### Metal layers overlaid

(3 px per um) Only two layers are drawn.
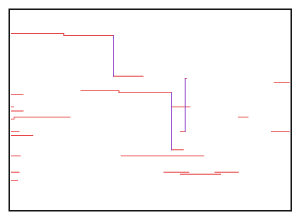
### Logic cells by family

(4 px per um)
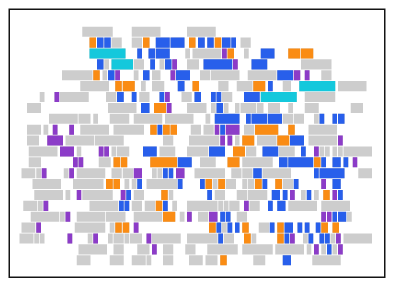
### Clock network drawn from the DEF

(4 px per um)
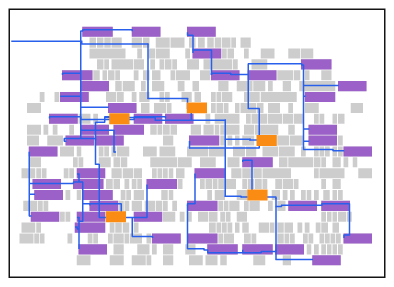
==> config.mk <==
export PLATFORM = sky130hd
export DESIGN_NAME = serial_gpio_reporter
export DESIGN_NICKNAME = d
export VERILOG_FILES = /design/src/rtl/serial_gpio_pkg.sv /design/src/rtl/serial_gpio_reporter_uart_tx_core.sv /design/src/rtl/serial_gpio_reporter.sv
export SDC_FILE = /design/constraint.sdc
export NUM_CORES = 1
export LEC_CHECK = 0
export ABC_AREA = 1
export CORE_ASPECT_RATIO = 0.7
export CORE_MARGIN = 2
export CORE_UTILIZATION = 40
export DETAILED_ROUTE_END_ITERATION = 8
export SYNTH_ARGS = -nofsm -noshare
export SYNTH_HDL_FRONTEND = slang
export SYNTH_SLANG_ARGS = --single-unit
==> constraint.sdc <==
create_clock -name clk -period 1.4 [get_ports clk]
set_input_delay 0.35 -clock clk [delete_from_list [all_inputs] [get_ports clk]]
set_output_delay 0.35 -clock clk [all_outputs]
set_load 0.01 [all_outputs]
==> flow_results.xml <==
<?xml version="1.0" encoding="UTF-8"?>
<metrics>
  <group name="power">
    <metric name="vdd.ir_drop.worst" unit="mV">0.713</metric>
    <metric name="total_leakage_power" unit="nW">1.52</metric>
    <metric name="power_density" unit="nW/um2">1820</metric>
    <metric name="power" unit="mW">5.77</metric>
  </group>
  <group name="logic_synthesis">
    <metric name="mappedNetlistNets" unit="">331</metric>
    <metric name="synth.yosys.warnings" unit="">0</metric>
    <metric name="ys_types" unit="">30</metric>
    <metric name="syn_area_per_cell" unit="um2">7.10</metric>
    <metric name="syn_inst" unit="">316</metric>
    <metric name="synth_chip_area" unit="um2">2240</metric>
    <metric name="synth_area" unit="um2">2240</metric>
    <metric name="ys_seq_share" unit="%">43.8</metric>
    <metric name="synth_register_bits" unit="">49</metric>
    <metric name="synth.yosys.num_cells" unit="">316</metric>
  </group>
  <group name="clock_tree">
    <metric name="tritoncts" unit="">built</metric>
    <metric name="cts-resized-gates" unit="">49</metric>
    <metric name="cts-hold-fix-buffers" unit="">0</metric>
    <metric name="clkTransAtPathRegs" unit="ns">0.09</metric>
    <metric name="cts-root-buf" unit="">sky130_fd_sc_hd__clkbuf_8</metric>
    <metric name="setup_buffers_after_cts" unit="">4</metric>
    <metric name="htree_num_levels" unit="">2</metric>
    <metric name="cts_inserted_buffers" unit="">5</metric>
    <metric name="max-clock-path-buffers" unit="">2</metric>
    <metric name="clkSinkCount" unit="">49</metric>
  </group>
  <group name="setup_path">
    <metric name="arrival_time_at_the_worst_endpoint" unit="ns">1.73</metric>
    <metric name="crit_fanout" unit="">7</metric>
    <metric name="timing.reg2reg.setup_slack" unit="ns">-0.13</metric>
    <metric name="slowest_cell_delay_on_critical_path" unit="ns">0.34</metric>
    <metric name="worst_setup_path_end_kind" unit="">flip-flop</metric>
    <metric name="path_cells" unit="">inv_1, nand2_1, nand2_1, nor2_2, nand3_2, o21bai_4, nand2_4, buf_4, a21oi_2, nor2_1</metric>
    <metric name="required_time_at_the_worst_slack_endpoint" unit="ns">1.60</metric>
    <metric name="critical-path-slowest-cell" unit="">sky130_fd_sc_hd__dfxtp_2</metric>
    <metric name="cp-start-kind" unit="">flip-flop</metric>
    <metric name="worst-r2r-cell-count" unit="">10</metric>
    <metric name="setup.worst_path.class" unit="">flip-flop to flip-flop</metric>
    <metric name="cpMostUsedCell" unit="">sky130_fd_sc_hd__nand2_1</metric>
  </group>
  <group name="routing">
    <metric name="firstDrtPassIters" unit="">4</metric>
    <metric name="antenna_violating_nets_post_route" unit="">0</metric>
    <metric name="viasPerCell" unit="">4.65</metric>
    <metric name="drtIter0Drc" unit="">88</metric>
    <metric name="drc" unit="">0</metric>
  </group>
  <group name="timing">
    <metric name="timing.final.crit_share" unit="%">110</metric>
    <metric name="worst_pin_slew" unit="ns">0.231</metric>
    <metric name="period_needed" unit="ns">1.53</metric>
    <metric name="max_freq" unit="GHz">0.652</metric>
    <metric name="rsz0062_at_grt" unit="">yes</metric>
    <metric name="drv_slew" unit="">0</metric>
    <metric name="hold_viol_final" unit="">0</metric>
    <metric name="slew-limit-headroom" unit="%">84.6</metric>
    <metric name="setup_violations" unit="">26</metric>
    <metric name="least_setup_slack_across_all_paths_after_layout" unit="ns">-0.134</metric>
  </group>
  <group name="floorplan">
    <metric name="fp-utilization" unit="%">42.2</metric>
    <metric name="die_h" unit="um">66.6</metric>
    <metric name="die.size.x" unit="um">93.5</metric>
    <metric name="chipArea" unit="um2">6230</metric>
    <metric name="placementRows" unit="">22</metric>
    <metric name="ioPinCount" unit="">21</metric>
    <metric name="coreArea" unit="um2">5310</metric>
  </group>
  <group name="placed_design">
    <metric name="routabilityCongestion" unit="">0.818</metric>
    <metric name="number_of_buffers_inserted_by_port_buffering" unit="">20</metric>
    <metric name="detailedPlacementHpwl" unit="mm">3.65</metric>
    <metric name="placement.cell_area" unit="um2">2810</metric>
  </group>
  <group name="finish">
    <metric name="most_frequent_cells_in_the_layout" unit="">sky130_fd_sc_hd__nand2_1, sky130_fd_sc_hd__nor2_1, sky130_fd_sc_hd__inv_1</metric>
    <metric name="fraction_of_layout_cells_with_a_size_suffix_above_1" unit="%">33.9</metric>
    <metric name="area_growth_syn_to_layout" unit="%">41.6</metric>
    <metric name="nets" unit="">394</metric>
    <metric name="diodes" unit="">0</metric>
    <metric name="final_instance_area" unit="um2">3170</metric>
  </group>
  <group name="job">
    <metric name="warning_count" unit="">30</metric>
    <metric name="maxCapViolations" unit="">0</metric>
  </group>
  <group name="global_routing">
    <metric name="grt_antenna_before_repair" unit="">0</metric>
    <metric name="first_global_vias" unit="">1832</metric>
    <metric name="globalRoute.totalOverflow" unit="">0</metric>
    <metric name="largest_net_degree_at_the_start_of_global_routing" unit="">19</metric>
    <metric name="grt_pass1_wl" unit="mm">8.65</metric>
  </group>
  <group name="status">
    <metric name="status" unit="">finished with violations</metric>
    <metric name="failing_checks" unit="">negative setup slack</metric>
  </group>
  <group name="hold_path">
    <metric name="timing.hold.worst_path_depth" unit="">2</metric>
    <metric name="timing.hold.worst.class" unit="">flip-flop to flip-flop</metric>
  </group>
</metrics>
## Picture notes: 'Metal layers overlaid'
[metal 3] red | wire length: 205 um
[metal 4] purple | wire length: 50.3 um
Routed WL: 5.42 mm
wire per inst: 12.0 um
Total Routing Usage GR: 17.9%
vias: 2100

## Picture notes: 'Logic cells by family'
[inverting AOI/OAI gates] orange | cells: 46
[adder and majority cells] cyan | cells: 4
[NOR gates] purple | cells: 51 | where: all over the die
[NAND gates] blue | cells: 93
most numerous logic cell after layout: sky130_fd_sc_hd__nand2_1
fraction of area in multi-input gates: 38.5%
count of non-filler cells in the finished layout: 452

## Picture notes: 'Clock network drawn from the DEF'
[clock wires] blue | length: 613 um
[flip-flops] purple | count: 49
[clock drivers] orange | count: 5
routed clock nets: 6
flops lie: all over the die
relative contribution of the clock network to total power: 14.0%
latest clock arrival within the worst-skew pair: 0.31 ns
Clk power: 0.808 mW
worst clock skew: 0.0123 ns

synthesized netlist by cell type:
master                      instances  share of area [%]
sky130_fd_sc_hd__a21oi_1           21                4.7
sky130_fd_sc_hd__or2_1              2               0.56
sky130_fd_sc_hd__nand3b_4           1               0.89
sky130_fd_sc_hd__inv_1             55                9.2
sky130_fd_sc_hd__o211a_1            1               0.45
sky130_fd_sc_hd__inv_2              1               0.17
sky130_fd_sc_hd__buf_6              1               0.50
sky130_fd_sc_hd__nand2_4            1               0.50
sky130_fd_sc_hd__o21bai_4           1               0.84
sky130_fd_sc_hd__a21oi_2            1               0.39
sky130_fd_sc_hd__xnor2_1            2               0.78
sky130_fd_sc_hd__nand2_1           57                9.5
sky130_fd_sc_hd__buf_2              2               0.45
sky130_fd_sc_hd__clkbuf_1           5               0.84
sky130_fd_sc_hd__nand3_4            1               0.78
sky130_fd_sc_hd__o2111ai_1          1               0.39
sky130_fd_sc_hd__buf_1              1               0.17
sky130_fd_sc_hd__nand3_2            1               0.45
sky130_fd_sc_hd__buf_4              1               0.33
sky130_fd_sc_hd__a21o_1             1               0.33
sky130_fd_sc_hd__ha_1               4                2.2
sky130_fd_sc_hd__o21ai_0           20                4.5
sky130_fd_sc_hd__o21ai_1            2               0.45
sky130_fd_sc_hd__nand2_2            2               0.56
sky130_fd_sc_hd__nor2_1            48                8.0
sky130_fd_sc_hd__xor2_1             2               0.78
sky130_fd_sc_hd__nand4_1            6                1.7
sky130_fd_sc_hd__nand3_1           23                5.1
sky130_fd_sc_hd__dfxtp_1           49                 44
sky130_fd_sc_hd__nor3_1             3               0.67
area by class of cell:
class | instances | area, um2
sequential | 49 | 1000
timing repair buffer | 65 | 564
clock inverter | 2 | 10.0
fill | 494 | 2140
multi-input combinational | 202 | 1220
tap | 72 | 90.1
inverter | 56 | 213
clock buffer | 6 | 72.6
metrics by stage:
stage	setup WS [ns]	TNS (ns)	hold slack, ns	utilization (%)	instances
final	-0.134	-2.04	0.397	59.8	452
after detailed placement	-0.545	-14.80	0.393	52.9	434
after floorplan	-0.0367	-0.245	0.388	-	316
after global routing	-0.201	-4.47	0.419	59.8	452
after global placement	-0.516	-14.02	0.390	52.9	434
after CTS	-0.122	-1.22	0.396	57.3	448
critical path: cells and delay by family (launching register included):
kind            cells  cell delay, ns
buf+inv             2            0.21
flops               1            0.34
compound gates      2            0.33
simple gates        6            0.56
logic make-up (layout without fill, tap and decap cells):
family | Yosys count | in the layout | share of synthesized area, %
simple gates | 145 | 146 | 28.8
buf+inv | 66 | 129 | 11.7
flops | 49 | 49 | 43.7
compound gates | 48 | 48 | 12.0
fa+ha+maj | 4 | 4 | 2.23
xor+xnor | 4 | 4 | 1.56
power by group:
part	total, mW	internal (mW)	switching [mW]	leakage [nW]
clock network	0.808	0.347	0.461	0.0450
registers	1.85	1.68	0.177	0.409
logic	3.11	1.38	1.73	1.07
per-layer routing:
layer | track usage, % | part of all wire (%) | wire length [um] | up-vias
met1 | 26.1 | 51 | 2770 | 951
met5 | 0 | 0 | 0 | -
met3 | 4.07 | 3.8 | 204 | 7
met2 | 26.4 | 44 | 2400 | 30
met4 | 4.96 | 0.92 | 50 | 0
li1 | - | - | - | 1112
Power and IR drop assume default switching activity.
